`src/rtl/lsu_mem_if.sv`:
```
// Data-memory handshake bundle between the load/store unit (master) and memory (slave).
interface lsu_mem_if #(
  parameter int DATA_WIDTH = 32
) ();
  logic                  mem_req;
  logic                  mem_we;
  logic [DATA_WIDTH-1:0] mem_addr;
  logic [3:0]            mem_be;
  logic [DATA_WIDTH-1:0] mem_wdata;
  logic                  mem_gnt;
  logic                  mem_rvalid;
  logic [DATA_WIDTH-1:0] mem_rdata;

  modport master (
    output mem_req, mem_we, mem_addr, mem_be, mem_wdata,
    input  mem_gnt, mem_rvalid, mem_rdata
  );

  modport slave (
    input  mem_req, mem_we, mem_addr, mem_be, mem_wdata,
    output mem_gnt, mem_rvalid, mem_rdata
  );
endinterface

```
`src/rtl/lsu.sv`:
```
// RV32I load/store unit: store lane alignment, req/gnt/rvalid handshake, load extension.
// Define LSU_MISALIGN_TRAP_EN to turn misaligned H/W accesses into a memoryless misalign pulse.
module lsu #(
  parameter int DATA_WIDTH = 32
) (
  input  logic                  clk,
  input  logic                  reset,
  input  logic                  ex_valid,
  input  logic                  MemRead,
  input  logic                  MemWrite,
  input  logic [2:0]            Funct3,
  input  logic [DATA_WIDTH-1:0] ALUResult,
  input  logic [DATA_WIDTH-1:0] StoreData,
  lsu_mem_if.master             mem,
  output logic [DATA_WIDTH-1:0] ReadData,
  output logic                  lsu_busy,
  output logic                  lsu_done,
  output logic                  lsu_misalign
);

  typedef enum logic [1:0] {
    IDLE   = 2'd0,
    REQ    = 2'd1,
    WAIT_R = 2'd2,
    DONE   = 2'd3
  } state_t;

  state_t                state_q, state_d;
  logic                  req_q, req_d;
  logic                  we_q, we_d;
  logic [DATA_WIDTH-1:0] addr_q, addr_d;
  logic [3:0]            be_q, be_d;
  logic [DATA_WIDTH-1:0] wdata_q, wdata_d;
  logic [2:0]            f3_q, f3_d;
  logic [1:0]            off_q, off_d;
  logic [DATA_WIDTH-1:0] rdata_q, rdata_d;
  logic                  busy_q, busy_d;
  logic                  done_q, done_d;
  logic                  mis_q, mis_d;

  logic [1:0]            off_s;
  logic                  misalign_s;

  function automatic logic [3:0] lane_be(input logic [1:0] size, input logic [1:0] off);
    case (size)
      2'b00:   lane_be = 4'b0001 << off;
      2'b01:   lane_be = 4'b0011 << off;
      default: lane_be = 4'b1111;
    endcase
  endfunction

  function automatic logic [DATA_WIDTH-1:0] load_extend(input logic [2:0]            f3,
                                                        input logic [DATA_WIDTH-1:0] word,
                                                        input logic [1:0]            off);
    logic [DATA_WIDTH-1:0] sh;
    sh = word >> {off, 3'b000};
    case (f3)
      3'b000:  load_extend = {{(DATA_WIDTH-8){sh[7]}}, sh[7:0]};
      3'b001:  load_extend = {{(DATA_WIDTH-16){sh[15]}}, sh[15:0]};
      3'b100:  load_extend = {{(DATA_WIDTH-8){1'b0}}, sh[7:0]};
      3'b101:  load_extend = {{(DATA_WIDTH-16){1'b0}}, sh[15:0]};
      default: load_extend = word;
    endcase
  endfunction

  // Effective byte offset and misalignment detection for the incoming request.
  always_comb begin
`ifdef LSU_MISALIGN_TRAP_EN
    off_s      = ALUResult[1:0];
    misalign_s = ((Funct3[1:0] == 2'b01) && ALUResult[0]) ||
                 ((Funct3[1:0] != 2'b00) && (Funct3[1:0] != 2'b01) && (ALUResult[1:0] != 2'b00));
`else
    misalign_s = 1'b0;
    case (Funct3[1:0])
      2'b00:   off_s = ALUResult[1:0];
      2'b01:   off_s = {ALUResult[1], 1'b0};
      default: off_s = 2'b00;
    endcase
`endif
  end

  // Next-state and next-output logic; outputs are registered from the *_d values.
  always_comb begin
    state_d = state_q;
    req_d   = 1'b0;
    we_d    = we_q;
    addr_d  = addr_q;
    be_d    = be_q;
    wdata_d = wdata_q;
    f3_d    = f3_q;
    off_d   = off_q;
    rdata_d = rdata_q;
    busy_d  = 1'b0;
    done_d  = 1'b0;
    mis_d   = 1'b0;
    case (state_q)
      IDLE: begin
        if (ex_valid && (MemRead || MemWrite)) begin
          if (misalign_s) begin
            state_d = DONE;
            done_d  = 1'b1;
            mis_d   = 1'b1;
          end else begin
            state_d = REQ;
            req_d   = 1'b1;
            busy_d  = 1'b1;
            we_d    = MemWrite;
            f3_d    = Funct3;
            off_d   = off_s;
            addr_d  = {ALUResult[DATA_WIDTH-1:2], 2'b00};
            be_d    = lane_be(Funct3[1:0], off_s);
            wdata_d = StoreData << {off_s, 3'b000};
          end
        end else begin
          state_d = IDLE;
        end
      end
      REQ: begin
        if (mem.mem_gnt) begin
          if (we_q) begin
            state_d = DONE;
            done_d  = 1'b1;
          end else begin
            state_d = WAIT_R;
            busy_d  = 1'b1;
          end
        end else begin
          req_d  = 1'b1;
          busy_d = 1'b1;
        end
      end
      WAIT_R: begin
        if (mem.mem_rvalid) begin
          state_d = DONE;
          done_d  = 1'b1;
          rdata_d = load_extend(f3_q, mem.mem_rdata, off_q);
        end else begin
          busy_d  = 1'b1;
        end
      end
      DONE: begin
        state_d = IDLE;
      end
      default: begin
        state_d = IDLE;
      end
    endcase
  end

  // State and output registers with synchronous reset.
  always_ff @(posedge clk) begin
    if (reset) begin
      state_q <= IDLE;
      req_q   <= 1'b0;
      we_q    <= 1'b0;
      addr_q  <= '0;
      be_q    <= 4'b0000;
      wdata_q <= '0;
      f3_q    <= 3'b000;
      off_q   <= 2'b00;
      rdata_q <= '0;
      busy_q  <= 1'b0;
      done_q  <= 1'b0;
      mis_q   <= 1'b0;
    end else begin
      state_q <= state_d;
      req_q   <= req_d;
      we_q    <= we_d;
      addr_q  <= addr_d;
      be_q    <= be_d;
      wdata_q <= wdata_d;
      f3_q    <= f3_d;
      off_q   <= off_d;
      rdata_q <= rdata_d;
      busy_q  <= busy_d;
      done_q  <= done_d;
      mis_q   <= mis_d;
    end
  end

  assign mem.mem_req   = req_q;
  assign mem.mem_we    = we_q;
  assign mem.mem_addr  = addr_q;
  assign mem.mem_be    = be_q;
  assign mem.mem_wdata = wdata_q;
  assign ReadData      = rdata_q;
  assign lsu_busy      = busy_q;
  assign lsu_done      = done_q;
  assign lsu_misalign  = mis_q;

endmodule

```
`src/flat_wrapper.sv`:
```
// flat-port wrapper written by rule: the top's interface ports become plain ports
module lsu_flat 
#(
  parameter int DATA_WIDTH = 32
)
  (clk, reset, ex_valid, MemRead, MemWrite, Funct3, ALUResult, StoreData, ReadData, lsu_busy, lsu_done, lsu_misalign, mem_mem_req, mem_mem_we, mem_mem_addr, mem_mem_be, mem_mem_wdata, mem_mem_gnt, mem_mem_rvalid, mem_mem_rdata);
  lsu_mem_if #(.DATA_WIDTH(DATA_WIDTH)) mem_i ();
  input  logic clk;
  input  logic reset;
  input  logic ex_valid;
  input  logic MemRead;
  input  logic MemWrite;
  input  logic [2:0] Funct3;
  input  logic [DATA_WIDTH-1:0] ALUResult;
  input  logic [DATA_WIDTH-1:0] StoreData;
  output logic [DATA_WIDTH-1:0] ReadData;
  output logic lsu_busy;
  output logic lsu_done;
  output logic lsu_misalign;
  output wire logic [$bits(mem_i.mem_req)-1:0] mem_mem_req;
  output wire logic [$bits(mem_i.mem_we)-1:0] mem_mem_we;
  output wire logic [$bits(mem_i.mem_addr)-1:0] mem_mem_addr;
  output wire logic [$bits(mem_i.mem_be)-1:0] mem_mem_be;
  output wire logic [$bits(mem_i.mem_wdata)-1:0] mem_mem_wdata;
  input wire logic [$bits(mem_i.mem_gnt)-1:0] mem_mem_gnt;
  input wire logic [$bits(mem_i.mem_rvalid)-1:0] mem_mem_rvalid;
  input wire logic [$bits(mem_i.mem_rdata)-1:0] mem_mem_rdata;
  assign mem_mem_req = mem_i.mem_req;
  assign mem_mem_we = mem_i.mem_we;
  assign mem_mem_addr = mem_i.mem_addr;
  assign mem_mem_be = mem_i.mem_be;
  assign mem_mem_wdata = mem_i.mem_wdata;
  assign mem_i.mem_gnt = mem_mem_gnt;
  assign mem_i.mem_rvalid = mem_mem_rvalid;
  assign mem_i.mem_rdata = mem_mem_rdata;
  lsu #(.DATA_WIDTH(DATA_WIDTH)) u_core (.clk(clk), .reset(reset), .ex_valid(ex_valid), .MemRead(MemRead), .MemWrite(MemWrite), .Funct3(Funct3), .ALUResult(ALUResult), .StoreData(StoreData), .mem(mem_i), .ReadData(ReadData), .lsu_busy(lsu_busy), .lsu_done(lsu_done), .lsu_misalign(lsu_misalign));
endmodule
```
`config.mk`:
```
export PLATFORM = sky130hd
export DESIGN_NAME = lsu_flat
export DESIGN_NICKNAME = d
export VERILOG_FILES = /design/src/rtl/lsu_mem_if.sv /design/src/rtl/lsu.sv /design/src/flat_wrapper.sv
export SDC_FILE = /design/constraint.sdc
export NUM_CORES = 1
export LEC_CHECK = 0
export CAP_MARGIN = 5
export CORE_ASPECT_RATIO = 0.6
export CORE_MARGIN = 10
export CORE_UTILIZATION = 42
export CTS_CLUSTER_DIAMETER = 60
export DETAILED_ROUTE_END_ITERATION = 8
export PLACE_DENSITY_LB_ADDON = 0.25
export SETUP_SLACK_MARGIN = 0.15
export SYNTH_ARGS = -nofsm -noshare
export SYNTH_HDL_FRONTEND = slang
export SYNTH_SLANG_ARGS = --single-unit
```
`constraint.sdc`:
```
create_clock -name clk -period 2.1 [get_ports clk]
set_input_delay 0.42 -clock clk [delete_from_list [all_inputs] [get_ports clk]]
set_output_delay 0.42 -clock clk [all_outputs]
set_load 0.005 [all_outputs]
```
**Sequential cells colored by netlist name**

The bar under the picture is 50 um long. Other sequential cells in the stronger gray, the rest of the logic in the fainter gray.
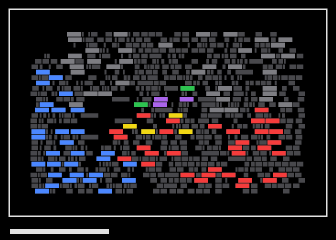
- purple: u_core.f3_q (placed flops 3)
- blue: u_core.mem.mem_addr (placed flops 30)
- red: u_core.mem.mem_wdata (placed flops 32)
- green: u_core.off_q (placed flops 2)
- yellow: u_core.mem.mem_be (placed flops 4; where center)
- not colored: 38
register area: 2180 um2
core occupancy in the finished layout: 0.668
Seq power: 2.59 mW
register share of the cell area: 0.289

**Congestion heat map**

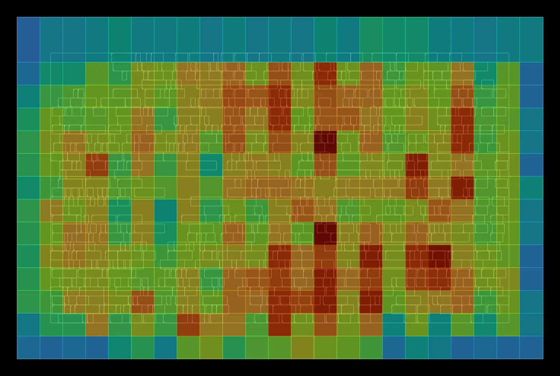
GR peak layer: met2
wire length per cell: 18.8 um
met3 track demand over resource in global routing: 0.0747

**M2 wires**

The bar under the picture is 50 um long.
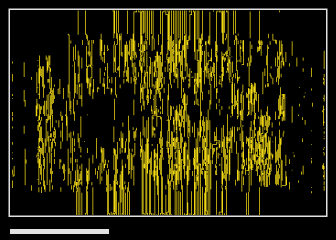
- share of all routed wire: 44%
- longest straight run: 49.6 um
- wire length on this layer: 7820 um
- main direction: vertical
- nets with wire on the layer: 752
final WL: 17600 um
routed vias: 4967

**Signal wires on met3**

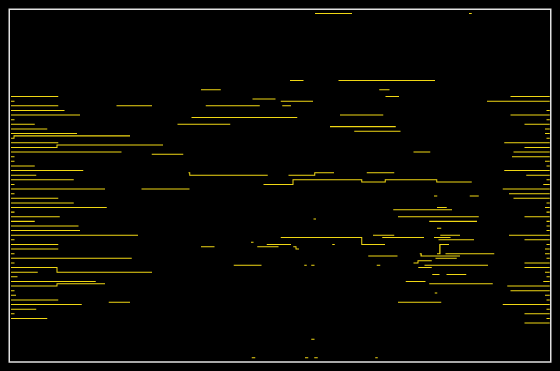
- nets with wire on the layer: 147
- longest straight run: 37.0 um

==> results.sh <==
# yosys + openroad results
export IMPL_hold_depth=2
export IMPL_critPathRequiredTime_ps=2340
export IMPL_groute_layer_met1_usage=0.262
export IMPL_fin_nets=879
export IMPL_r2r_end="u_core.mem.mem_wdata[27]"
export IMPL_layout_top_cell_excl_fill_tap="sky130_fd_sc_hd__clkdlybuf4s50_1"
export IMPL_yosys_top_cells_area="sky130_fd_sc_hd__dfxtp_1, sky130_fd_sc_hd__nand2_1, sky130_fd_sc_hd__a21oi_1, sky130_fd_sc_hd__mux2i_1, sky130_fd_sc_hd__nor2_1"
export IMPL_ys_seq_elements=109
export IMPL_worst_path_buf_inv=3
export IMPL_global_route_usage_total=0.203
export IMPL_nonClockBufferCount=244
export IMPL_crit_arrival_ps=2130
export IMPL_critical_path_slowest_cell="sky130_fd_sc_hd__clkdlybuf4s50_1"
export IMPL_synth_stat_cells=558
export IMPL_total_power_mw=6.48
export IMPL_cts_root_buffer_cell="sky130_fd_sc_hd__clkbuf_16"
export IMPL_power_net_switching_mw=2.06
export IMPL_nonClockInverterCount=3
export IMPL_initialDrtViolationCount=343
export IMPL_final_min_clock_period_ps=1890
export IMPL_min_to="u_core.ReadData[27]"
export IMPL_std_cell_rows=30
export IMPL_p_seq_frac=0.399
export IMPL_final_design_area_excluding_fillers_um2=7540
export IMPL_dominantRegCellSynth="sky130_fd_sc_hd__dfxtp_1"
export IMPL_crit_chain="clkdlybuf4s50_1 -> nor3b_4 -> buf_12 -> buf_4 -> mux2i_1 -> o22ai_1 -> a21o_1"
export IMPL_vdd_ir_drop_worst_mv=0.530
export IMPL_log_warning_count=29
export IMPL_capturing_instance_or_port_of_the_critical_path="u_core.mem.mem_wdata[27]"
export IMPL_async_flop_share=0
export IMPL_tap_cells=160
export IMPL_ctsHtreeMaxLevel=3
export IMPL_synth_area_yosys_um2=4860
export IMPL_slew_limit_headroom=0.609
export IMPL_area_share_of_the_leading_cell_type_in_the_synthesized_netlist=0.449
export IMPL_fmax_mhz=530
export IMPL_gr_usage_met2=0.315
export IMPL_layout_sequential_cells=109
export IMPL_viasPerCell=5.32
export IMPL_placed_cells_incl_taps=914
export IMPL_power_leakage_nw=2.75
export IMPL_slew_violations=0
export IMPL_antenna_violations_before_repair=1
export IMPL_synth_sequential_area_ratio=0.449
export IMPL_setup_ws_ps=212
export IMPL_detailedPlace_worstSlack_ps=-112
export IMPL_met3WireLength_um=1560
export IMPL_worst_path_max_fanout=15
export IMPL_outcome="completed"
export IMPL_tritoncts="done"
export IMPL_clockBufferCount=10
export IMPL_area_dominant_class="combinational gates"
export IMPL_yosys_warnings=0
export IMPL_r2r_setup_slack_ps=300
export IMPL_final_hold_viol_count=0
export IMPL_number_of_cell_instances_on_the_worst_register_to_register_path=7
export IMPL_layout_buffer_nonclock_area_share=0.319
export IMPL_power_share_clock=0.247
export IMPL_drive_above_1_share=0.106
export IMPL_hold_path_class="input pin to register"
export IMPL_critical_path_reg2reg_startpoint="u_core.state_q[1]"
export IMPL_post_synth_cell_area_avg_um2=8.71
export IMPL_placeableCoreArea_um2=11300
export IMPL_insertedDiodeCount=0
export IMPL_critical_path_top_delay_family="buffers and inverters"
export IMPL_final_period_utilization=0.899
export IMPL_tritoncts_num_sinks=109
export IMPL_fp_utilization=0.430
export IMPL_detail_route_first_pass_iterations=5
export IMPL_detail_route_antenna_nets=0
export IMPL_via_count_of_the_first_global_routing_pass=4954
logic make-up after synthesis:
kind of cell / Yosys count / share of synthesized area
adder cells (fa/ha/maj): 4 / 0.0103
flip-flops: 109 / 0.449
AND/OR/NAND/NOR: 209 / 0.194
buffers and inverters: 49 / 0.0499
other: 1 / 0.000771
multiplexers: 36 / 0.0787
AND-OR/OR-AND: 150 / 0.218
timing repair:
action / 4_1_cts / 5_1_grt
endpoints found under the hold margin: 0 / 0
endpoints found under the setup margin: 3 / 11
gates resized: 1 / 3
pin swaps: 0 / 1
buffers inserted: 0 / 4
power groups by stage:
stage	combinational (mW)	sequential, mW	clock (mW)
final	2.30	2.59	1.60
after global routing	2.50	2.63	1.72
after CTS	2.30	2.58	1.64
after detailed placement	2.28	2.63	0
after global placement	2.23	2.62	0
after floorplan	1.06	2.62	0
Power and IR drop assume default switching activity.
